<file path="config.mk">
export PLATFORM = sky130hd
export DESIGN_NAME = ram_access_ctrl
export DESIGN_NICKNAME = d
export VERILOG_FILES = /design/src/rtl/ram_access_ctrl.sv
export SDC_FILE = /design/constraint.sdc
export NUM_CORES = 1
export LEC_CHECK = 0
export CAP_MARGIN = 30
export CORE_MARGIN = 10
export CORE_UTILIZATION = 40
export CTS_BUF_LIST = sky130_fd_sc_hd__clkbuf_4 sky130_fd_sc_hd__clkbuf_8
export DETAILED_ROUTE_END_ITERATION = 10
export PLACE_DENSITY = 0.74
export SLEW_MARGIN = 30
export SYNTH_ARGS = -nofsm -noshare
export SYNTH_HDL_FRONTEND = slang
export SYNTH_SLANG_ARGS = --single-unit
</file>
<file path="constraint.sdc">
create_clock -name clk -period 3.6 [get_ports clk]
set_input_delay 0.36 -clock clk [delete_from_list [all_inputs] [get_ports clk]]
set_output_delay 0.36 -clock clk [all_outputs]
set_load 0.005 [all_outputs]
</file>
<file path="src/rtl/ram_access_ctrl.sv">
// Front-end controller for a 64x8 single-port synchronous RAM.
// Arbitrates valid/ready requests against a full-array fill sequence.
module ram_access_ctrl #(
    parameter int                ADDR_W        = 6,
    parameter int                DATA_W        = 8,
    parameter logic [DATA_W-1:0] FILL_VALUE    = '0,
    parameter bit                FILL_ON_RESET = 1'b1
) (
    input  logic              clk,
    input  logic              rst_n,
    input  logic              init_start,
    output logic              busy,
    input  logic              req_valid,
    output logic              req_ready,
    input  logic              req_write,
    input  logic [ADDR_W-1:0] req_addr,
    input  logic [DATA_W-1:0] req_wdata,
    output logic              rsp_valid,
    output logic [DATA_W-1:0] rsp_data,
    output logic [DATA_W-1:0] ram_data_in,
    output logic [ADDR_W-1:0] ram_addr,
    output logic              ram_mode,
    input  logic [DATA_W-1:0] ram_data_out
);

    typedef enum logic {
        FILL,
        RUN
    } state_t;

    state_t            state;
    logic [ADDR_W-1:0] cnt;
    logic              read_pend;

    assign busy      = (state == FILL);
    assign req_ready = (state == RUN) & ~init_start;
    assign rsp_data  = ram_data_out;

    always_ff @(posedge clk or negedge rst_n) begin
        if (!rst_n) begin
            state       <= FILL_ON_RESET ? FILL : RUN;
            cnt         <= '0;
            ram_mode    <= 1'b0;
            ram_addr    <= '0;
            ram_data_in <= '0;
            read_pend   <= 1'b0;
            rsp_valid   <= 1'b0;
        end else begin
            // Pending read surfaces one edge after the RAM sampled it
            rsp_valid <= read_pend;
            read_pend <= 1'b0;
            ram_mode  <= 1'b0;
            unique case (state)
                FILL: begin
                    ram_mode    <= 1'b1;
                    ram_addr    <= cnt;
                    ram_data_in <= FILL_VALUE;
                    if (cnt == '1) begin
                        cnt   <= '0;
                        state <= RUN;
                    end else begin
                        cnt <= cnt + 1'b1;
                    end
                end
                RUN: begin
                    if (init_start) begin
                        state <= FILL;
                        cnt   <= '0;
                    end else if (req_valid) begin
                        ram_mode  <= req_write;
                        ram_addr  <= req_addr;
                        read_pend <= ~req_write;
                        if (req_write) begin
                            ram_data_in <= req_wdata;
                        end
                    end
                end
                default: begin
                    state <= RUN;
                end
            endcase
        end
    end

endmodule
</file>
==> out/metrics.yaml <==
grt_pass1_wl_um: 4600
flop-count: 24
grt_use_met2: 0.163
row_count: 19
fin_area_sq_um: 1500
numSynthFlops: 24
yosysSeqAreaShare: 0.520
cpPeakStageDelay_ps: 910
htree_levels: 1
area.share.sequential: 0.400
viasPerCell: 5.18
grt.overflow.total: 0
nWellTaps: 31
dr.pass1.iters: 4
synthTopCellsByArea: "dfrtp_1 52%, buf_4 5.9%, mux2i_1 5.2%"
rsz0062_at_grt: "false"
cts.path.max_buffers: 2
hold_path.class: "primary input to async pin"
ys_chip_area_sq_um: 1150
crit_chain: "nor2b_1 -> clkdlybuf4s50_1"
reg2reg_depth: 3
grt_use_total: 0.106
clk_latency_ps: 310
wire_per_inst_um: 16.3
combGateArea_sq_um: 409
antenna_found_initial: 0
drt_iter0_drc: 35
ant_nets: 0
top_usage_layer: "met2"
status: "finished clean"
slew_viol_final: 0
synthesis.area_sq_um: 1150
cts_resized: 0
rrSetupSlack_ps: 1920
die_y_um: 73.7
ir_worst_vdd_uv: 401
synth_warnings: 0
state kept, by name, indices dropped and copies added, names as in the netlist:
signal and count:
rsp_valid 1, ram_mode 1, state 1, read_pend 1, ram_addr 6, ram_data_in 8
cnt 6
where the power goes:
| group | internal (uW) | total, uW | switching [uW] |
|---|---|---|---|
| Combinational | 177 | 299 | 123 |
| Sequential | 341 | 422 | 81.0 |
| Clock | 112 | 192 | 79.6 |
cells by family after synthesis:
group | Yosys count | share of synthesized area
AND/OR/NAND/NOR | 32 | 0.155
XOR/XNOR | 2 | 0.0152
flip-flops | 24 | 0.520
AND-OR/OR-AND | 23 | 0.121
multiplexers | 6 | 0.0520
adder cells (fa/ha/maj) | 1 | 0.0108
buffers and inverters | 25 | 0.126
Fig. 1: M1 wires
Supply wires on this layer in grey.
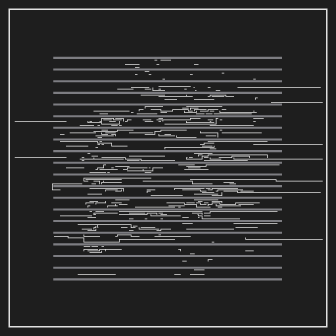
- longest straight run: 20.7 um
- main direction: horizontal
- wire length on this layer: 1140 um

Fig. 2: M2 wires
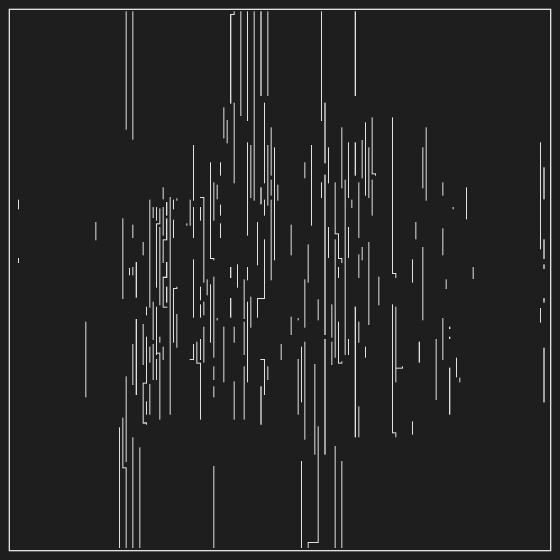
- wire length on this layer: 1270 um
- share of all routed wire: 46%
- main direction: vertical
- longest straight run: 29.6 um

Fig. 3: met3 routing
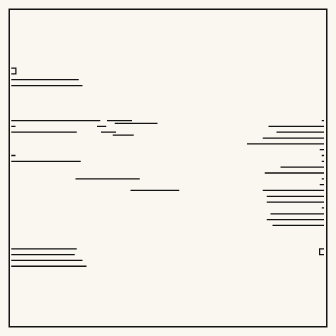
- nets with wire on the layer: 37
- wire length on this layer: 363 um

Fig. 4: signal metal coverage by tile
Scale bar: 20 um. The die is cut into 15 by 15 equal tiles; dark purple is low, yellow is high, scaled to the fullest tile. Values are wire area over tile area, all layers added.
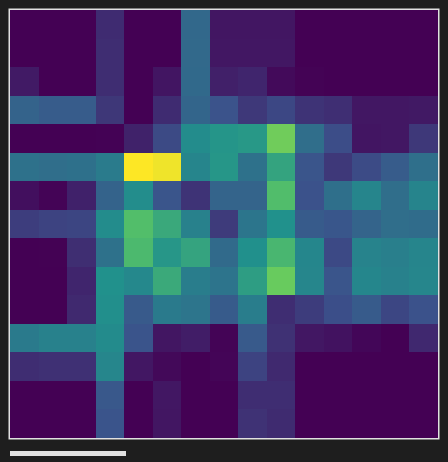
- nearly empty tiles: 32%
- densest ninth of the die: centre
- tiles over half the peak: 8.0%
- fullest tile: 0.42
- mean over tiles: 0.086

Fig. 5: the clock network
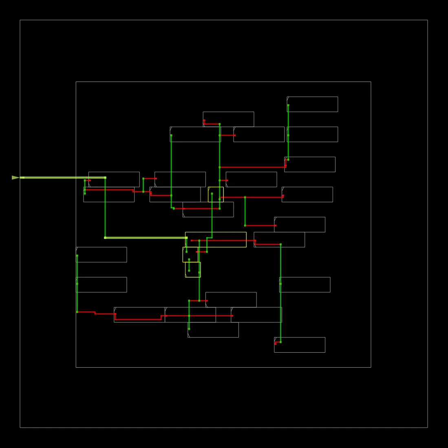
CLK BUF: 3
clk pwr: 192 uW
clock sink total: 24
Num CTS Buffers: 3
clock skew: 10.9 ps

No activity file was given, so power comes from the tool's default toggle rates.
